Figure 1. Clock wiring as the flow saved it (run 1).
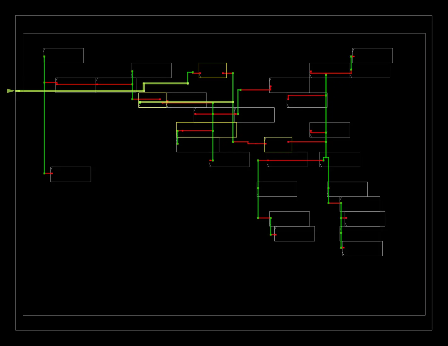
Figure 2. Gate families picked out (run 1).
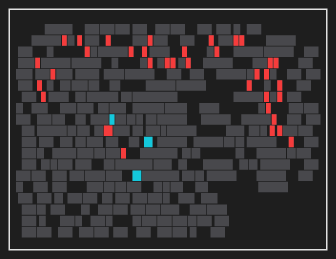
Figure 3. The metal 1 layer (run 1).
Supply wires on this layer in gray.
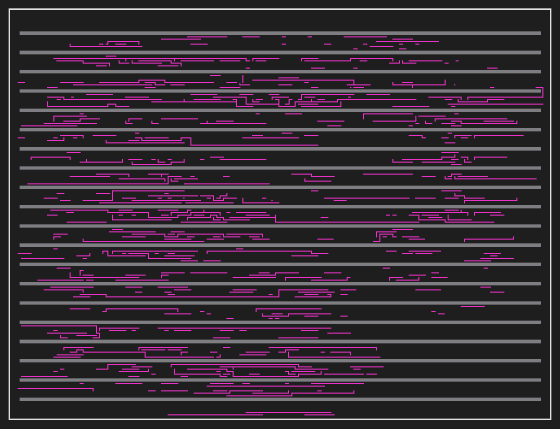
`src/rtl/sig_rom_arbiter.sv`:
```
// Round-robin arbiter sharing one synchronous sig_rom among NUM_REQ requesters, 2-edge latency.
// Define SIG_ARB_FIXED_PRIO_EN for fixed lowest-index-wins priority instead of round-robin.
module sig_rom_arbiter #(
  parameter int unsigned NUM_REQ    = 4,
  // Normally set from nn_config_pkg::sig_size by the instantiating level.
  parameter int unsigned in_width   = 8,
  parameter int unsigned data_width = 16
) (
  input  logic                         clk,
  input  logic                         rst,
  input  logic [NUM_REQ-1:0]           req_valid,
  input  logic [NUM_REQ*in_width-1:0]  req_x,
  output logic [NUM_REQ-1:0]           req_ready,
  output logic [in_width-1:0]          rom_x,
  input  logic [data_width-1:0]        rom_data,
  output logic [NUM_REQ-1:0]           rsp_valid,
  output logic [data_width-1:0]        rsp_data,
  output logic                         busy
);

  localparam int unsigned PtrW = $clog2(NUM_REQ);

  logic [PtrW-1:0]       scan_base;
  logic [PtrW-1:0]       cand;
  logic [PtrW-1:0]       grant_idx;
  logic                  grant_vld;
  logic [NUM_REQ-1:0]    grant;

  logic [NUM_REQ-1:0]    tag_a_q;
  logic [NUM_REQ-1:0]    rsp_valid_q;
  logic [data_width-1:0] rsp_data_q;

`ifdef SIG_ARB_FIXED_PRIO_EN
  assign scan_base = '0;
`else
  logic [PtrW-1:0] rr_ptr_q;
  logic [PtrW-1:0] rr_ptr_d;

  always_comb begin
    rr_ptr_d = rr_ptr_q;
    if (grant_vld) begin
      rr_ptr_d = (grant_idx == PtrW'(NUM_REQ - 1)) ? '0 : grant_idx + PtrW'(1);
    end
  end

  always_ff @(posedge clk) begin
    if (rst) begin
      rr_ptr_q <= '0;
    end else begin
      rr_ptr_q <= rr_ptr_d;
    end
  end

  assign scan_base = rr_ptr_q;
`endif

  // First valid requester at or after scan_base, wrapping; nothing is granted during reset.
  always_comb begin
    grant     = '0;
    grant_idx = '0;
    grant_vld = 1'b0;
    cand      = '0;
    if (!rst) begin
      for (int unsigned k = 0; k < NUM_REQ; k++) begin
        cand = PtrW'((32'(scan_base) + k) % NUM_REQ);
        if (!grant_vld && req_valid[cand]) begin
          grant_vld = 1'b1;
          grant_idx = cand;
        end
      end
    end
    if (grant_vld) begin
      grant[grant_idx] = 1'b1;
    end
  end

  always_comb begin
    rom_x = '0;
    if (grant_vld) begin
      rom_x = req_x[32'(grant_idx) * in_width +: in_width];
    end
  end

  assign req_ready = grant;

  // The ROM registers rom_x on the grant edge; tag_a_q tracks whose data arrives next.
  always_ff @(posedge clk) begin
    if (rst) begin
      tag_a_q     <= '0;
      rsp_valid_q <= '0;
      rsp_data_q  <= '0;
    end else begin
      tag_a_q     <= grant;
      rsp_valid_q <= tag_a_q;
      if (|tag_a_q) begin
        rsp_data_q <= rom_data;
      end
    end
  end

  assign rsp_valid = rsp_valid_q;
  assign rsp_data  = rsp_data_q;
  assign busy      = (|tag_a_q) | (|rsp_valid_q);

endmodule

```
`config.mk`:
```
export PLATFORM = sky130hd
export DESIGN_NAME = sig_rom_arbiter
export DESIGN_NICKNAME = d
export VERILOG_FILES = /design/src/rtl/sig_rom_arbiter.sv
export SDC_FILE = /design/constraint.sdc
export NUM_CORES = 1
export LEC_CHECK = 0
export CAP_MARGIN = 10
export CORE_ASPECT_RATIO = 0.75
export CORE_UTILIZATION = 32
export DETAILED_ROUTE_END_ITERATION = 12
export PLACE_DENSITY = 0.84
export SLEW_MARGIN = 0
export SYNTH_ARGS = -nofsm -noshare
export SYNTH_HDL_FRONTEND = slang
export SYNTH_SLANG_ARGS = --single-unit
```
`constraint.sdc`:
```
create_clock -name clk -period 2.18 [get_ports clk]
set_input_delay 0.545 -clock clk [delete_from_list [all_inputs] [get_ports clk]]
set_output_delay 0.545 -clock clk [all_outputs]
set_load 0.01 [all_outputs]
```
==> run summary, run 1 <==
run results: count of non-CTS inverters in the layout 3, Crit. End Element primary output, switching pwr 0.414 mW, wire length on met2 1680 µm, peak supply drop 458 µV, Critical Path Source Type primary input, worst r2r dst rr_ptr_q[1], outcome finished, violations left, Synth logic family simple AND/OR/NAND/NOR gates, final setup margin -0.376 ns, Final Wtd Congestion ~0.91, clock network fraction of design power 0.252, GR Util met3 0.0472, I/O pins 87, Complex Gates by Area 0.141, multi-input gates around 110, clock slew seen by the registers of the worst setup and hold paths 0.08 ns, H-tree Lvls 1, hold buffers post-CTS 0, Logic cell area 845 µm², Reg2Reg Depth 9, initial antenna violation count 0, flip-flops 26, Non-CTS buffers 114, Log Warnings 32, busiest layer in global routing met2, Hold Path Class reg2reg, clk tree area frac 0.0274, top routing layer in use met4, final hold violation count 0, Setup crit start req_valid[3], WS Path Type in2out, # nets final approximately 320, clk buf depth 2, Clock Skew 0.00143 ns, crit share post-route 1.17, sequential share of cell area 0.200, worst hold path depth 2, cell-internal power 1.12 mW, failing checks setup timing, XOR Share, Synth 0, max cap viols 0, syn avg cell area 8.88 µm², Sw Ratio 0.270, Layout area overhead 97.0%, first-pass GRT wire length 6350 µm, placed inst area 2400 µm², clkbuf count 3, final setup violation count 12, Ys Warns 0, wire length per cell 12.1 µm, total power divided by cell area 589 nW/µm², grt met1 use 0.242, placed cell count 297, vias in the first global route 1,425, width of the die between 70 and 80 µm, port bufs 86, top logic cells by instance count in the layout clkdlybuf4s50_1, nand2_1, dfxtp_1, # diodes 0, multiplexer share of the synthesized area 0.121, violation count after the first detailed-route iteration 23, RSZ-0062 raised after global routing yes, met1 WL 1820 µm, Post-Layout Cell Count approximately 310
Back to the opening pictures, Figure 1:
CTS buffer count: 3
Clock Latency Late Sink: 0.26 ns

Back to the opening pictures, Figure 2:
NAND gates: in red, cells 35, most used nand2_1. inverters: in cyan, cells 3, most used inv_4.

Back to the opening pictures, Figure 3:
The longest straight run is 27.1 µm. The wires run mostly horizontal. The layer holds 48% of the routed length. 270 nets have wire on it. The layer carries 1,820 µm of wire.
detailed-route via count: 1,423
final wirelength: 3760 µm

## run 1: worst min-delay path by stage
| stage | from | end | slack (ns) |
|---|---|---|---|
| 3_3_place_gp | rsp_data[11] | rsp_data[11] | 0.44 |
| 5_1_grt | rsp_data[4] | rsp_data[4] | 0.48 |
| 6_report | rsp_data[14] | rsp_data[14] | 0.46 |
| 4_1_cts | rsp_data[14] | rsp_data[14] | 0.46 |
| 3_5_place_dp | rsp_data[14] | rsp_data[14] | 0.45 |
| 2_1_floorplan | tag_a_q[0] | rsp_valid[0] | 0.46 |
## run 1: timing repair
action / 4_1_cts / 5_1_grt
pin swaps: 9 / 11
buffers inserted: 9 / 2
hold endpoints to repair: 0 / 0
resized: 92 / 3
setup endpoints to repair: 13 / 12
## run 1: synthesized netlist by cell type, drive strengths merged
master	n
nand2	34
dfxtp	26
a21oi	17
mux2i	16
and2	9
nor2b	7
o22ai	7
clkbuf	4
ha	4
buf	3
inv	3
nor2	3
nor4	3
and2b	2
o32ai	2
a21boi	1
and4b	1
nand4	1
o211ai	1
o21ai	1
o21bai	1
or2	1
or3	1
or4	1
## run 1: power groups by stage
stage | registers, mW | logic, mW | clock network [mW]
after floorplan | 0.567 | 0.240 | 0
after global placement | 0.553 | 0.552 | 0
after detailed placement | 0.554 | 0.560 | 0
after CTS | 0.545 | 0.590 | 0.398
after global routing | 0.550 | 0.653 | 0.419
final | 0.544 | 0.603 | 0.387
## run 1: worst max-delay path: stages
cell	delay, ns
buf_6	0.10
buf_4	0.12
or3_4	0.36
nand4_1	0.16
buf_12	0.13
buf_8	0.12
mux2i_2	0.23
o22ai_2	0.09
buf_2	0.15
## run 1: registers in the layout, summed over array words and instances, names as in the netlist
name and cells:
tag_a_q 4, rr_ptr_q 2, rsp_data 16, rsp_valid 4
Figure 4. Floorplan with the power grid (run 1).
Pins as bars on the die edge.
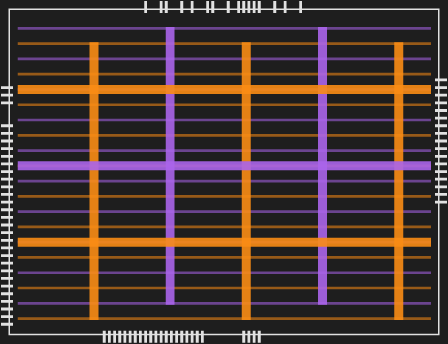

==> run 2: changes to the inputs <==
- CORE_UTILIZATION: 32 -> 35
- PLACE_DENSITY: 0.84 -> 0.87
- clock period: 2.18 -> 2.81 ns (I/O delays scaled with it)
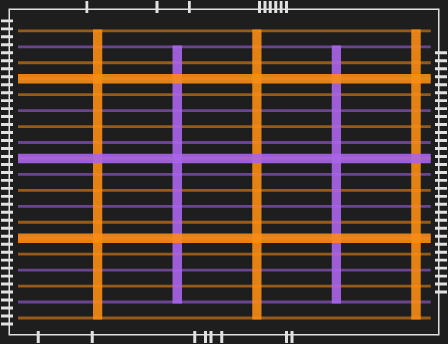
Figure 5: run 2, floorplan with the power grid.
Pins as bars on the die edge.
VDD: in purple. VSS: in orange.
5 straps on met4. 87 signal pins sit on the boundary.
peak supply drop: 257 µV
Core Box Area: 3450 µm²
width of the die: 73.0 µm
die height: 55.2 µm

==> run 2 against run 1 <==
Critical path depth increased by 1; design area decreased by 0.67%; the run still ends with setup timing left; critical path type unchanged; largest power group unchanged; global-route usage increased by 1.2 points; critical endpoint is now rom_x[2].
==> run summary, run 2 <==
run results: clk tree area frac 0.0213, vias in the first global route between 1,000 and 1,500, first-pass GRT wire length 6080 µm, EDFF count, synth 0, outcome finished, violations left, wire length per cell between 10 and 15 µm, final setup margin -0.00361 ns, top logic cells by instance count in the layout clkdlybuf4s50_1, nand2_1, dfxtp_1, total power divided by cell area 436 nW/µm², Post-Layout Cell Count 305, count of non-CTS inverters in the layout 3, # nets final 314, max cap viols 0, final hold violation count 0, flip-flops 26, max FFs per register 16, Log Warnings 31, Clock Skew 0.000755 ns, Non-CTS buffers roughly 110, RSZ-0062 raised after global routing yes, post-synthesis async set-or-reset flop share 0, I/O pins 87, initial antenna violation count 0, clkbuf count 4, XOR Share, Synth 0, final setup violation count 2, top_reg_cell synth dfxtp_1, synth cell count leaders nand2_1, dfxtp_1, a21oi_1, # diodes 0, Logic cell area 898 µm², clock slew seen by the registers of the worst setup and hold paths about 0.08 ns, failing checks setup timing, Complex Gates by Area 0.141, multi-input gates 113, placed cell count 289, Final Wtd Congestion 0.777
run 2: cells by family (layout without fill, tap and decap cells):
kind of cell,after synthesis,count (layout)
fa+ha+maj,4,4
buf+inv,10,116
mux,16,16
simple gates,63,63
flops,26,26
compound gates,30,30
run 2: worst max-delay path: stages:
cell and delay (ns):
buf_8 0.10, buf_6 0.11, nor4_4 0.34, nor2_4 0.05, nand4_1 0.15, buf_12 0.15, buf_12 0.11, mux2i_1 0.17
o22ai_1 0.09, buf_2 0.14
run 2: power breakdown:
| group | internal (mW) | switching [mW] |
|---|---|---|
| logic | 0.276 | 0.197 |
| registers | 0.402 | 0.0206 |
| clock network | 0.125 | 0.106 |
run 2: worst paths after layout:
check / start / end / slack (ns)
setup / recovery: req_valid[2] / rom_x[2] / -0.004
hold / removal: rsp_data[4] / rsp_data[4] / 0.45
setup reg to reg: rr_ptr_q[0] / rr_ptr_q[1] / 1.06
hold reg to reg: rsp_data[4] / rsp_data[4] / 0.45
run 2: timing repair:
action                                  in CTS  in global routing
resized                                     90                 22
endpoints found under the setup margin      12                 12
pin swaps                                    9                  9
buffers inserted                             8                  4
cloned                                       0                  0
run 2: metrics by stage:
stage,cell area (µm²),hold slack [ns],power [mW],utilization,TNS (ns)
global placement,2310,0.438,0.843,0.671,-9.36
detailed placement,2310,0.443,0.848,0.671,-9.62
global route,2590,0.478,1.19,0.751,-0.441
CTS,2450,0.455,1.10,0.712,-0.180
floorplan,1320,0.464,0.616,-,0
finish,2590,0.452,1.13,0.751,-0.00383
run 2: routing by layer:
metal | global-route usage | wire [µm] | part of all wire
met3 | 0.0474 | 341 | 0.090
met2 | 0.352 | 1850 | 0.49
met5 | 0 | 0 | 0
met4 | 0.0672 | 70 | 0.018
met1 | 0.205 | 1530 | 0.40
Power is estimated from default activity; no workload was simulated.
